### src/rtl/mfcc_pkg.sv
// Shared types and default widths for the MFCC mel-filterbank stage.
package mfcc_pkg;

  typedef enum logic [1:0] {
    ST_IDLE  = 2'd0,
    ST_ACCUM = 2'd1,
    ST_DRAIN = 2'd2,
    ST_HOLD  = 2'd3
  } mfcc_state_t;

  localparam int unsigned MFCC_NBINS_LOG2 = 9;
  localparam int unsigned MFCC_COEF_W     = 8;
  localparam int unsigned MFCC_PWR_W      = 32;

  // Wide enough to sum NBINS full-scale products without overflow.
  function automatic int unsigned mfcc_acc_width(input int unsigned pwr_w,
                                                 input int unsigned coef_w,
                                                 input int unsigned addr_w);
    return pwr_w + coef_w + addr_w;
  endfunction

endpackage

### src/rtl/mfcc_mac_pipe.sv
// Aligns power bins with their ROM weights, multiplies, accumulates and
// presents the truncated, saturated band energy.
module mfcc_mac_pipe
  import mfcc_pkg::*;
#(
  parameter int PWR_WIDTH   = MFCC_PWR_W,
  parameter int COEF_WIDTH  = MFCC_COEF_W,
  parameter int ADDR_WIDTH  = MFCC_NBINS_LOG2,
  parameter int OUT_WIDTH   = 32,
  parameter int ROM_LATENCY = 1
)(
  input  logic                  clk,
  input  logic                  rst_n,
  input  logic                  clr,
  input  logic                  beat_valid,
  input  logic [PWR_WIDTH-1:0]  beat_data,
  input  logic [COEF_WIDTH-1:0] coef,
  output logic [OUT_WIDTH-1:0]  res
);

  localparam int ACC_W  = int'(mfcc_acc_width(PWR_WIDTH, COEF_WIDTH, ADDR_WIDTH));
  localparam int PROD_W = PWR_WIDTH + COEF_WIDTH;
  localparam int RES_W  = ACC_W - COEF_WIDTH;
  localparam int EXT_W  = (RES_W > OUT_WIDTH) ? RES_W : OUT_WIDTH + 1;

  logic [PWR_WIDTH-1:0] pwr_dl [ROM_LATENCY];
  logic                 vld_dl [ROM_LATENCY];
  logic [PROD_W-1:0]    prod_q;
  logic                 prod_v;
  logic [ACC_W-1:0]     acc;
  logic [EXT_W-1:0]     res_ext;

  always_ff @(posedge clk or negedge rst_n) begin
    if (!rst_n) begin
      for (int unsigned i = 0; i < ROM_LATENCY; i++) begin
        pwr_dl[i] <= '0;
        vld_dl[i] <= 1'b0;
      end
      prod_q <= '0;
      prod_v <= 1'b0;
      acc    <= '0;
    end else if (clr) begin
      for (int unsigned i = 0; i < ROM_LATENCY; i++) begin
        pwr_dl[i] <= '0;
        vld_dl[i] <= 1'b0;
      end
      prod_q <= '0;
      prod_v <= 1'b0;
      acc    <= '0;
    end else begin
      pwr_dl[0] <= beat_data;
      vld_dl[0] <= beat_valid;
      for (int unsigned i = 1; i < ROM_LATENCY; i++) begin
        pwr_dl[i] <= pwr_dl[i-1];
        vld_dl[i] <= vld_dl[i-1];
      end
      prod_q <= PROD_W'(pwr_dl[ROM_LATENCY-1]) * PROD_W'(coef);
      prod_v <= vld_dl[ROM_LATENCY-1];
      if (prod_v) acc <= acc + ACC_W'(prod_q);
    end
  end

  // Extended view of acc>>COEF_WIDTH so the overflow test works for any OUT_WIDTH.
  assign res_ext = EXT_W'(acc >> COEF_WIDTH);
  assign res     = (|(res_ext >> OUT_WIDTH)) ? '1 : res_ext[OUT_WIDTH-1:0];

endmodule

### src/rtl/mfcc_melbank_filter.sv
// Mel-band reader: streams one frame of power bins against the melbank ROM
// and emits one saturated band energy per frame.
module mfcc_melbank_filter
  import mfcc_pkg::*;
#(
  parameter int ADDR_WIDTH  = MFCC_NBINS_LOG2,
  parameter int COEF_WIDTH  = MFCC_COEF_W,
  parameter int PWR_WIDTH   = MFCC_PWR_W,
  parameter int OUT_WIDTH   = 32,
  parameter int ROM_LATENCY = 1
)(
  input  logic                  clk,
  input  logic                  rst_n,
  input  logic                  s_valid,
  output logic                  s_ready,
  input  logic [PWR_WIDTH-1:0]  s_data,
  input  logic                  s_last,
  output logic [ADDR_WIDTH-1:0] rom_addr,
  input  logic [COEF_WIDTH-1:0] rom_rd_data,
  output logic                  m_valid,
  input  logic                  m_ready,
  output logic [OUT_WIDTH-1:0]  m_data,
  output logic                  m_err,
  output logic                  busy
);

  localparam logic [1:0] DRAIN_LAST = 2'(ROM_LATENCY + 1);

  mfcc_state_t           state_q, state_d;
  logic [ADDR_WIDTH-1:0] bin_cnt;
  logic [1:0]            drain_cnt;
  logic                  err_pend;
  logic                  accept, last_bin, close, clr;

  assign accept   = s_valid && (state_q == ST_ACCUM);
  assign last_bin = (bin_cnt == '1);
  assign close    = accept && (s_last || last_bin);
  assign rom_addr = bin_cnt;

  always_ff @(posedge clk or negedge rst_n) begin
    if (!rst_n) state_q <= ST_IDLE;
    else        state_q <= state_d;
  end

  always_comb begin
    state_d = state_q;
    s_ready = 1'b0;
    m_valid = 1'b0;
    clr     = 1'b0;
    case (state_q)
      ST_IDLE:  state_d = ST_ACCUM;
      ST_ACCUM: begin
        s_ready = 1'b1;
        if (s_valid && (s_last || last_bin)) state_d = ST_DRAIN;
      end
      ST_DRAIN: if (drain_cnt == DRAIN_LAST) state_d = ST_HOLD;
      ST_HOLD: begin
        m_valid = 1'b1;
        if (m_ready) begin
          clr     = 1'b1;
          state_d = ST_ACCUM;
        end
      end
      default:  state_d = ST_IDLE;
    endcase
  end

  always_ff @(posedge clk or negedge rst_n) begin
    if (!rst_n) begin
      bin_cnt   <= '0;
      drain_cnt <= '0;
      err_pend  <= 1'b0;
    end else begin
      if (close)       bin_cnt <= '0;
      else if (accept) bin_cnt <= bin_cnt + 1'b1;

      if (state_q == ST_DRAIN) drain_cnt <= drain_cnt + 1'b1;
      else                     drain_cnt <= '0;

      // Short frame (early s_last) and long frame (no s_last at the end) both flag.
      if (close)                err_pend <= s_last ^ last_bin;
      else if (m_valid && m_ready) err_pend <= 1'b0;
    end
  end

  assign m_err = m_valid && err_pend;
  assign busy  = ((state_q == ST_ACCUM) && (bin_cnt != '0)) ||
                 (state_q == ST_DRAIN) || (state_q == ST_HOLD);

  mfcc_mac_pipe #(
    .PWR_WIDTH   (PWR_WIDTH),
    .COEF_WIDTH  (COEF_WIDTH),
    .ADDR_WIDTH  (ADDR_WIDTH),
    .OUT_WIDTH   (OUT_WIDTH),
    .ROM_LATENCY (ROM_LATENCY)
  ) u_mac (
    .clk        (clk),
    .rst_n      (rst_n),
    .clr        (clr),
    .beat_valid (accept),
    .beat_data  (s_data),
    .coef       (rom_rd_data),
    .res        (m_data)
  );

endmodule

### config.mk
export PLATFORM = sky130hd
export DESIGN_NAME = mfcc_melbank_filter
export DESIGN_NICKNAME = d
export VERILOG_FILES = /design/src/rtl/mfcc_pkg.sv /design/src/rtl/mfcc_mac_pipe.sv /design/src/rtl/mfcc_melbank_filter.sv
export SDC_FILE = /design/constraint.sdc
export NUM_CORES = 1
export LEC_CHECK = 0
export CORE_ASPECT_RATIO = 0.8
export CORE_MARGIN = 2
export CORE_UTILIZATION = 60
export CTS_CLUSTER_SIZE = 20
export DETAILED_ROUTE_END_ITERATION = 8
export PLACE_DENSITY = 0.88
export SLEW_MARGIN = 20
export SYNTH_ARGS = -nofsm -noshare
export SYNTH_HDL_FRONTEND = slang
export SYNTH_HIERARCHICAL = 1
export SYNTH_SLANG_ARGS = --single-unit
export TNS_END_PERCENT = 1
### constraint.sdc
create_clock -name clk -period 7.55 [get_ports clk]
set_input_delay 1.51 -clock clk [delete_from_list [all_inputs] [get_ports clk]]
set_output_delay 1.51 -clock clk [all_outputs]
set_load 0.005 [all_outputs]
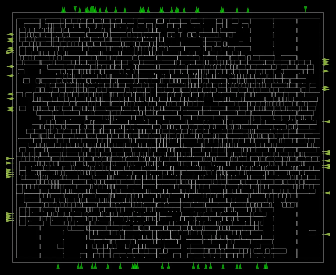
run_1/placement.png
fin util: 68.1%
Well Taps: 324
flop share of the area: 19.8%
row count: 52
fillers: 1904

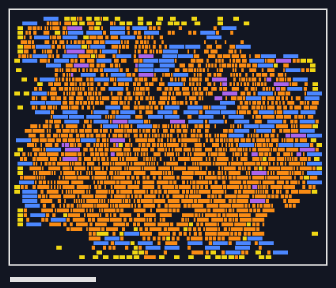
run_1/placement_by_type.png
The bar under the picture is 50 um long.
remaining buffers and delay cells: shown in yellow, cells 105, share of their area 6.1%. combinational and other logic: shown in orange, cells 1497, share of their area 70%. sequential cells: shown in blue, cells 137, share of their area 20%. clock drivers and dummy loads: shown in purple, cells 32, share of their area 3.3%.

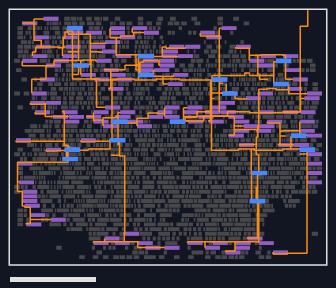
run_1/clk_routes.png
The bar under the picture is 50 um long.
clock wires: shown in orange, length 2180 um. flip-flops: shown in purple, count 137. clock drivers: shown in blue, count 17.
There are 18 routed clock nets.

==> impl_metrics.json, run 1 <==
{
  "status": "complete, no violations",
  "yosys.stat.seqShare_pct": 22.1,
  "min_path_type": "flip-flop to flip-flop",
  "lay_top_count": "inv_1",
  "cts_htree_levels": 4,
  "start_kind": "input pin",
  "ys_seq_elements": 137,
  "gr-usage-met1_pct": 35.6,
  "cts_buffer_depth": 2,
  "drc": 0,
  "final.min_clock_period_ns": 7.04,
  "post-route-period-util_pct": 93.3,
  "grt_pass1_vias": 12900,
  "crit_required_ns": 7.87,
  "grt_use_met2_pct": 47.6,
  "vias": 12200,
  "ys_warn_count": 6,
  "ys_cells": 1696,
  "cts_resized": 0
}
run_1/logic_types.png
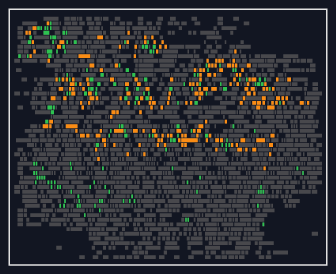

==> inputs of run 2 (changes only) <==
- ABC_AREA: unset -> 1
- SLEW_MARGIN: 20 -> unset
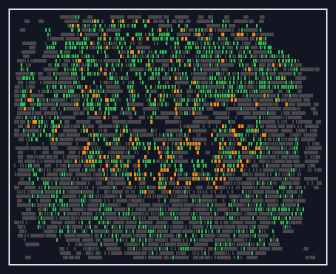
run_2/logic_types.png
nand cells: shown in green, cells 975, most used nand2_1, where spread over the die. aoi and oai cells: shown in orange, cells 193, most used a21oi_1.
Final Non-Filler Cells: 3146
multi-input logic portion of the cell area: 57.7%
Commonest Layout Cell: nand2_1

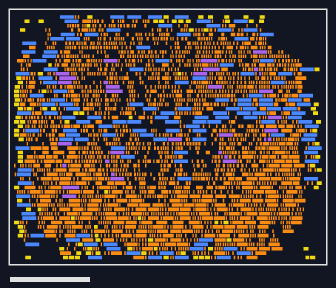
run_2/placement_by_type.png
The bar under the picture is 50 um long.
remaining buffers and delay cells: shown in yellow, cells 102, share of their area 5.2%. sequential cells: shown in blue, cells 137, share of their area 18%. combinational and other logic: shown in orange, cells 2497, share of their area 73%. clock drivers and dummy loads: shown in purple, cells 32, share of their area 3.4%.
flop share of the area: 17.5%
Final Instance Area: 19600 um2
row count: 56
core area: 29200 um2
fin util: 66.9%

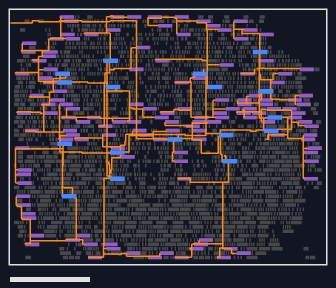
run_2/clk_routes.png
The bar under the picture is 50 um long.
clock wires: shown in orange, length 2430 um. flip-flops: shown in purple, count 137. clock drivers: shown in blue, count 17.
Position of the flops: spread over the die.

==> impl_metrics.json, run 2 <==
{
  "status": "complete, no violations",
  "drt_first_pass_iters": 8,
  "drt-vias-per-instance": 5.35,
  "final.min_clock_period_ns": 6.56,
  "yosys.stat.seqShare_pct": 19.3,
  "well_tap_count": 377,
  "ys_warn_count": 6,
  "post-route-period-util_pct": 86.9,
  "largestClassByArea": "combinational gates",
  "min_path_type": "flip-flop to flip-flop",
  "whs_ns": 0.430,
  "final_cell_mix": "852 x nand2_1, 723 x inv_1, 239 x nor2_1",
  "layout-drive-gt1-share_pct": 2.57,
  "vias": 16800,
  "grt_use_met2_pct": 55.5,
  "gr-usage-met1_pct": 45.7,
  "start_kind": "input pin",
  "crit_required_ns": 7.89,
  "largest_reg_flops": 49,
  "grt_pass1_vias": 16900,
  "synthCells": 2713,
  "ys_seq_elements": 137,
  "nFillCells": 2516,
  "ys_cells": 2713,
  "xor_area_share_pct": 1.28,
  "grt_max_degree": 74,
  "cts_htree_levels": 4,
  "layout_setup_ws_ns": 0.991,
  "cts_buffer_depth": 2,
  "synth_area_leader_cell": "fa_1",
  "cts_resized": 0
}
==> inputs of run 3 (changes only) <==
- HOLD_SLACK_MARGIN: unset -> 0.08
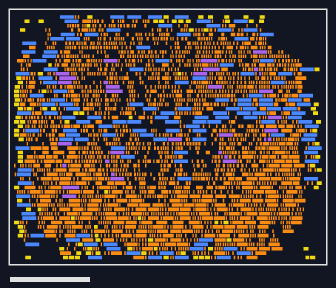
run_3/placement_by_type.png
The bar under the picture is 50 um long.
clock drivers and dummy loads: shown in purple, cells 32, share of their area 3.4%. combinational and other logic: shown in orange, cells 2497, share of their area 73%. remaining buffers and delay cells: shown in yellow, cells 102, share of their area 5.2%. sequential cells: shown in blue, cells 137, share of their area 18%.

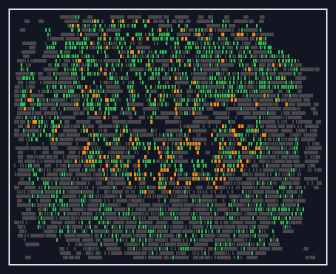
run_3/logic_types.png
aoi and oai cells: shown in orange, cells 193, most used a21oi_1. nand cells: shown in green, cells 975, most used nand2_1, where spread over the die.

==> impl_metrics.json, run 3 <==
{
  "largestClassByArea": "combinational gates",
  "final_cell_mix": "852 x nand2_1, 723 x inv_1, 239 x nor2_1",
  "min_path_type": "flip-flop to flip-flop",
  "ys_warn_count": 6,
  "layout_setup_ws_ns": 0.991,
  "post-route-util_pct": 66.9,
  "clkCellAreaFrac_pct": 3.33,
  "start_kind": "input pin",
  "comb_share_pct": 57.7,
  "lay_top_count": "nand2_1",
  "gr-usage-met1_pct": 45.7,
  "rows": 56,
  "largest_reg_flops": 49,
  "xor_area_share_pct": 1.28,
  "yosys.stat.seqShare_pct": 19.3,
  "synthCells": 2713,
  "grt_use_met2_pct": 55.5,
  "grt_max_degree": 74,
  "drt-vias-per-instance": 5.35,
  "post-route-period-util_pct": 86.9,
  "crit_required_ns": 7.89,
  "cts_resized": 0,
  "ys_cells": 2713,
  "status": "complete, no violations",
  "whs_ns": 0.430,
  "final_cell_area_um2": 19600,
  "cts_htree_levels": 4,
  "grt_pass1_vias": 16900,
  "fp.coreArea_um2": 29200,
  "drc": 0,
  "grt.met3_usage_pct": 5.92,
  "synth_area_leader_cell": "fa_1",
  "vias": 16800,
  "layout-drive-gt1-share_pct": 2.57,
  "drt_first_pass_iters": 8
}
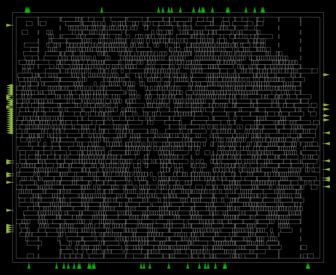
run_3/placement.png
fillers: 2516
registers: 137
Well Taps: 377


==> layout pictures side by side <==
Signal wires on met2.
Cells faint in the background.
panel A
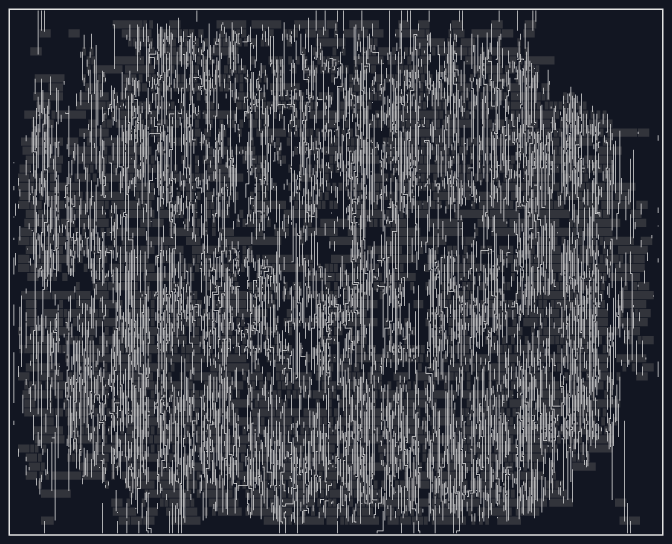
panel B
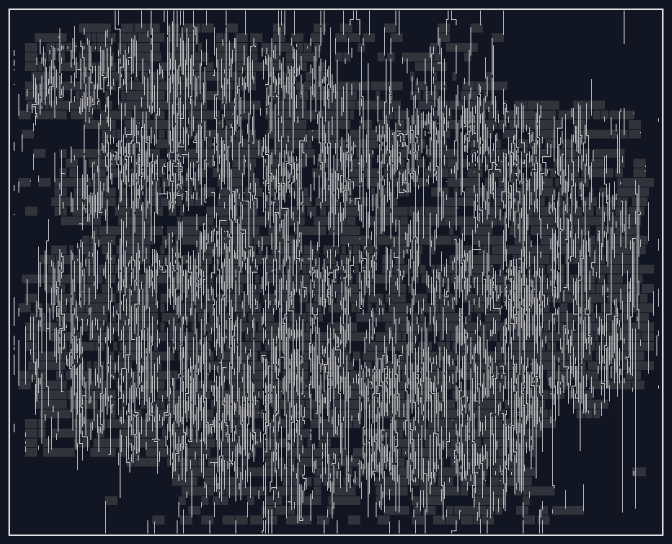
For run 2, see panel A.
For run 1, see panel B.

